[src/rtl/uart_sched_pkg.sv]
// Shared types and constants for the UART transmit scheduler.
package uart_sched_pkg;

   typedef enum logic [2:0] {
      StIdle,
      StArb,
      StLoad,
      StWaitBusy,
      StWaitDone,
      StGap
   } sched_state_e;

   localparam int unsigned NumReqDefault     = 2;
   localparam int unsigned WdogCyclesDefault = 16384;
   localparam int unsigned ClockDiv          = 868;
   localparam int unsigned IdW               = 2;

   // Round-robin successor of a requester index, wrapping at n.
   function automatic logic [IdW-1:0] next_id(input logic [IdW-1:0] id, input int unsigned n);
      logic [IdW-1:0] res;
      if (int'(id) + 1 >= int'(n)) res = '0;
      else res = id + IdW'(1);
      return res;
   endfunction

endpackage

[src/rtl/rr_arbiter.sv]
// Round-robin pick starting at ptr_i; with lock_i only ptr_i is eligible.
module rr_arbiter
   import uart_sched_pkg::*;
#(
   parameter int unsigned NUM_REQ = NumReqDefault
) (
   input  logic [NUM_REQ-1:0] valid_i,
   input  logic [IdW-1:0]     ptr_i,
   input  logic               lock_i,
   output logic [IdW-1:0]     winner_o,
   output logic               any_valid_o
);

   always_comb begin
      winner_o    = ptr_i;
      any_valid_o = 1'b0;
      if (lock_i) begin
         for (int unsigned i = 0; i < NUM_REQ; i++) begin
            if (IdW'(i) == ptr_i && valid_i[i]) any_valid_o = 1'b1;
         end
      end else begin
         // Walk offsets from farthest to nearest so the nearest valid one wins.
         for (int unsigned k = NUM_REQ; k > 0; k--) begin
            for (int unsigned i = 0; i < NUM_REQ; i++) begin
               if (valid_i[i] && ((int'(ptr_i) + int'(k) - 1) % int'(NUM_REQ)) == int'(i)) begin
                  winner_o    = IdW'(i);
                  any_valid_o = 1'b1;
               end
            end
         end
      end
   end

endmodule

[src/rtl/uart_tx_scheduler.sv]
// Shares one uart_tx between NUM_REQ byte requesters with frame locking.
// Optional transfer watchdog enabled by defining UART_SCHED_WDOG_EN.
module uart_tx_scheduler
   import uart_sched_pkg::*;
#(
   parameter int unsigned NUM_REQ     = NumReqDefault,
   parameter int unsigned WDOG_CYCLES = WdogCyclesDefault
) (
   input  logic                 clk,
   input  logic                 rst,
   input  logic [NUM_REQ-1:0]   req_valid,
   input  logic [8*NUM_REQ-1:0] req_data,
   input  logic [NUM_REQ-1:0]   req_last,
   output logic [NUM_REQ-1:0]   req_ready,
   output logic [7:0]           tx_data,
   output logic                 tx_start,
   input  logic                 tx_busy,
   input  logic                 tx_done,
   output logic [1:0]           grant_id,
   output logic                 sched_busy,
   output logic                 wdog_err
);

   sched_state_e   state_q, state_d;
   logic [7:0]     tx_data_q, tx_data_d;
   logic [IdW-1:0] grant_q, grant_d;
   logic [IdW-1:0] rr_ptr_q, rr_ptr_d;
   logic           lock_q, lock_d;

   logic [IdW-1:0] arb_ptr, arb_winner;
   logic           arb_any;
   logic [7:0]     sel_data;
   logic           sel_last;
   logic           wdog_hit, wdog_abort;

   // While locked the search is pinned to the current owner.
   assign arb_ptr = lock_q ? grant_q : rr_ptr_q;

   rr_arbiter #(
      .NUM_REQ (NUM_REQ)
   ) u_rr_arbiter (
      .valid_i     (req_valid),
      .ptr_i       (arb_ptr),
      .lock_i      (lock_q),
      .winner_o    (arb_winner),
      .any_valid_o (arb_any)
   );

   always_comb begin
      sel_data = '0;
      sel_last = 1'b0;
      for (int unsigned i = 0; i < NUM_REQ; i++) begin
         if (IdW'(i) == arb_winner) begin
            sel_data = req_data[8*i +: 8];
            sel_last = req_last[i];
         end
      end
   end

`ifdef UART_SCHED_WDOG_EN
   localparam int unsigned CntW = $clog2(WDOG_CYCLES + 1);

   logic [CntW-1:0] wdog_cnt_q, wdog_cnt_d;

   always_comb begin
      wdog_cnt_d = wdog_cnt_q;
      if (state_q == StLoad) begin
         wdog_cnt_d = '0;
      end else if ((state_q == StWaitBusy || state_q == StWaitDone) &&
                   wdog_cnt_q < CntW'(WDOG_CYCLES)) begin
         wdog_cnt_d = wdog_cnt_q + CntW'(1);
      end
   end

   always_ff @(posedge clk) begin
      if (rst) wdog_cnt_q <= '0;
      else     wdog_cnt_q <= wdog_cnt_d;
   end

   assign wdog_hit = (state_q == StWaitBusy || state_q == StWaitDone) &&
                     (wdog_cnt_q >= CntW'(WDOG_CYCLES - 1));
`else
   assign wdog_hit = 1'b0;
`endif

   // A completion arriving on the deadline cycle still counts as success.
   assign wdog_abort = wdog_hit && !tx_done;
   assign wdog_err   = wdog_abort && !rst;

   always_comb begin
      state_d   = state_q;
      tx_data_d = tx_data_q;
      grant_d   = grant_q;
      rr_ptr_d  = rr_ptr_q;
      lock_d    = lock_q;
      req_ready = '0;
      tx_start  = 1'b0;

      unique case (state_q)
         StIdle: begin
            if (|req_valid) state_d = StArb;
         end
         StArb: begin
            if (arb_any) begin
               for (int unsigned i = 0; i < NUM_REQ; i++) begin
                  if (IdW'(i) == arb_winner) req_ready[i] = 1'b1;
               end
               tx_data_d = sel_data;
               grant_d   = arb_winner;
               rr_ptr_d  = next_id(arb_winner, NUM_REQ);
               lock_d    = !sel_last;
               state_d   = StLoad;
            end else if (!lock_q) begin
               state_d = StIdle;
            end
         end
         StLoad: begin
            tx_start = 1'b1;
            state_d  = StWaitBusy;
         end
         StWaitBusy: begin
            if (tx_busy || tx_done) state_d = StWaitDone;
         end
         StWaitDone: begin
            if (tx_done) state_d = StGap;
         end
         StGap: begin
            if (!tx_done) state_d = StIdle;
         end
         default: state_d = StIdle;
      endcase

      if (wdog_abort) begin
         state_d  = StGap;
         lock_d   = 1'b0;
         rr_ptr_d = next_id(grant_q, NUM_REQ);
      end

      // Nothing is offered or launched while reset is asserted.
      if (rst) begin
         req_ready = '0;
         tx_start  = 1'b0;
      end
   end

   always_ff @(posedge clk) begin
      if (rst) begin
         state_q   <= StIdle;
         tx_data_q <= '0;
         grant_q   <= '0;
         rr_ptr_q  <= '0;
         lock_q    <= 1'b0;
      end else begin
         state_q   <= state_d;
         tx_data_q <= tx_data_d;
         grant_q   <= grant_d;
         rr_ptr_q  <= rr_ptr_d;
         lock_q    <= lock_d;
      end
   end

   assign tx_data    = tx_data_q;
   assign grant_id   = grant_q;
   assign sched_busy = (state_q != StIdle) && !rst;

endmodule
[config.mk]
export PLATFORM = sky130hd
export DESIGN_NAME = uart_tx_scheduler
export DESIGN_NICKNAME = d
export VERILOG_FILES = /design/src/rtl/uart_sched_pkg.sv /design/src/rtl/rr_arbiter.sv /design/src/rtl/uart_tx_scheduler.sv
export SDC_FILE = /design/constraint.sdc
export NUM_CORES = 1
export LEC_CHECK = 0
export CAP_MARGIN = 5
export CORE_UTILIZATION = 41
export CTS_CLUSTER_SIZE = 28
export DETAILED_ROUTE_END_ITERATION = 10
export GPL_TIMING_DRIVEN = 1
export PLACE_DENSITY = 0.78
export SLEW_MARGIN = 20
export SYNTH_ARGS = -nofsm -noshare
export SYNTH_HDL_FRONTEND = slang
export SYNTH_SLANG_ARGS = --single-unit
export TNS_END_PERCENT = 5
[constraint.sdc]
create_clock -name clk -period 3.6 [get_ports clk]
set_clock_uncertainty 0.2 [all_clocks]
set_input_delay 1.08 -clock clk [delete_from_list [all_inputs] [get_ports clk]]
set_output_delay 1.08 -clock clk [all_outputs]
set_load 0.01 [all_outputs]
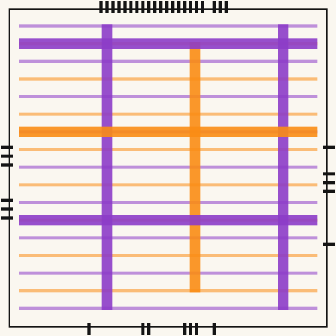
Figure 1: floorplan with the power grid.
Pins as bars on the die edge.
net	color
VSS	purple
VDD	orange
rows	16
met5 straps	3
signal pins	39
met4 straps	3
met1 rails	17
placeable core area: 2000 um2
peak supply drop: 0.000210 V
die y size: 48.7 um
width of the chip: 48.7 um

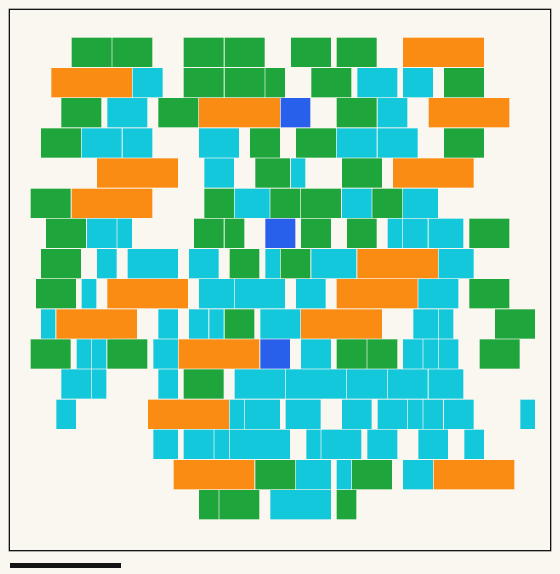
Figure 2: cell classes on the final placement.
Scale bar: 10 um.
class	color	cells	share of their area
combinational and other logic	cyan	76	42%
other buffers and delay cells	green	49	33%
clock drivers	blue	3	1.7%
flops	orange	16	24%
row cnt: 16
final core utilization: 68.5%
flop share of the area: 23.4%
Final Instance Area: 1370 um2

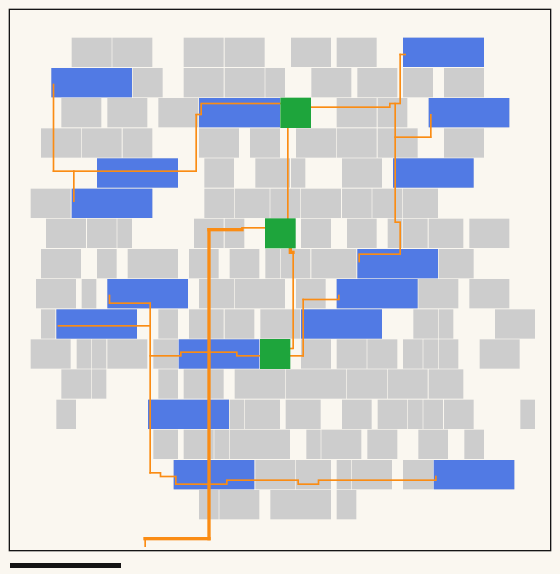
Figure 3: clock wires, drivers and flops.
Scale bar: 10 um.
[clock drivers] green | count: 3
[flip-flops] blue | count: 16
[clock wires] orange | length: 220 um
flops lie	all over the die
routed clock nets	4
power dissipated in the clock network: 93.5 uW
clk_lat worst skew: 0.28 ns

==> qor.csv <==
stage,metric,value,unit
yosys,number of synthesis warnings,0,
global_routing,via count of the first global-routing pass,923,
floorplan,I/O pins,39,
clock_tree,clock input transition at the sequential cells of the worst setup and hold paths,0.09,ns
timing,Final setup viols,0,
global_routing,initial antenna violation count,0,
yosys,Area leader share,35.8,%
floorplan,fp util,44.7,%
power,power per cell area,401,nW/um2
place,final weighted congestion in routability-driven placement,0.800,
setup_path,Crit Path Max Fanout,6,
clock_tree,CTS hold repair buffers,0,
yosys,area of the synthesized netlist per yosys stat,895,um2
detailed_routing,average routed wire per standard cell,14.0,um
detailed_routing,DRC,0,
power,Leakage Power,0.000529,uW
yosys,number of standard cells reported by yosys,100,
run,number of warning messages in the logs,29,
timing,setup repair after global routing missed its margin,false,
clock_tree,clock root buffer,sky130_fd_sc_hd__clkbuf_4,
run_status,status,"complete, no violations",
global_routing,GR Overflow Total,0,
yosys,post-synth top area cell,sky130_fd_sc_hd__dfxtp_1,
setup_path,delay of the slowest cell on the worst path,0.21,ns
yosys,post-synthesis area per instance,8.95,um2
clock_tree,largest buffer count on any clock path,2,
detailed_routing,detailed-router iteration count before antenna repair,4,
global_routing,pin count of the biggest net entering global routing,18,
## cells in the mapped netlist, drive strengths merged
master and instances:
a211o 1, a211oi 3, a21boi 1, a21o 1
a21oi 8, a221o 6, a2bb2oi 1, a31oi 1
and3b 2, and4bb 1, buf 5, clkbuf 3
conb 1, dfxtp 16, ha 3, inv 4
mux2i 3, nand2 4, nand2b 3, nand3 2
nand3b 1, nand4b 1, nor2 9, nor3b 8
nor4b 2, nor4bb 1, o211ai 3, o21ai 2
o21ba 1, o221a 1, o2bb2ai 1, or4 1
## logic make-up (layout without fill, tap and decap cells)
kind of cell / Yosys count / after routing / share of synthesized area (%)
buf+inv: 12 / 56 / 6.71
simple gates: 35 / 35 / 24.5
compound gates: 30 / 30 / 25.0
other cells: 1 / 1 / 0.419
fa+ha+maj: 3 / 3 / 4.20
mux: 3 / 3 / 3.36
flops: 16 / 16 / 35.8
## repair_timing
action                     4_1_cts  5_1_grt
buffers inserted                 2        0
hold endpoints to repair         0        0
pin swaps                        1        1
setup endpoints to repair        4        2
gates cloned                     0        0
gates resized                   17        6
## layer usage
layer	part of all wire, %	GRT usage (%)
met2	53	39.6
met3	2.0	2.83
met1	44	24.1
met5	0	0
met4	1.1	13.2
## worst min-delay path, cell delays in order (launching register included)
cell and delay (ns):
sky130_fd_sc_hd__dfxtp_1 0.33, sky130_fd_sc_hd__nand2b_1 0.07, sky130_fd_sc_hd__a21oi_1 0.05
## sequential cells by signal, summed over array words and instances (netlist names)
register  count
state_q       3
lock_q        1
grant_id      2
tx_data       8
rr_ptr_q      2
## path summary, 6_finish.rpt
| check | from | end | slack [ns] | cells past startpoint |
|---|---|---|---|---|
| setup / recovery | req_valid[1] | req_ready[1] | 0.04 | 8 |
| hold / removal | rr_ptr_q[1] | rr_ptr_q[1] | 0.29 | 2 |
| setup reg to reg | lock_q | tx_data[6] | 1.34 | 9 |
| hold reg to reg | rr_ptr_q[1] | rr_ptr_q[1] | 0.29 | 2 |
## area by class of cell
cell class | instances | area (um2)
fill | 164 | 631
multi-input combinational | 72 | 541
timing repair buffer | 49 | 439
sequential | 16 | 320
tap | 27 | 33.8
clock buffer | 3 | 22.5
inverter | 4 | 15.0
## power groups by stage
stage | Combinational [uW] | Sequential, uW | Clock, uW
global placement | 211 | 230 | 0
CTS | 226 | 228 | 96.5
floorplan | 114 | 229 | 0
detailed placement | 217 | 231 | 0
finish | 227 | 230 | 93.5
global route | 248 | 233 | 107
## metrics by stage
step	setup WS (ns)	TNS, ns	cell area [um2]	util [%]	hold WS (ns)
2_1_floorplan	0.0504	0	895	-	0.241
3_3_place_gp	-0.656	-1.51	1330	66.4	0.265
3_5_place_dp	-0.788	-1.76	1330	66.4	0.275
4_1_cts	-0.112	-0.210	1370	68.3	0.290
5_1_grt	0.00436	0	1370	68.5	0.312
6_report	0.0449	0	1370	68.5	0.294
Power and IR drop assume default switching activity.
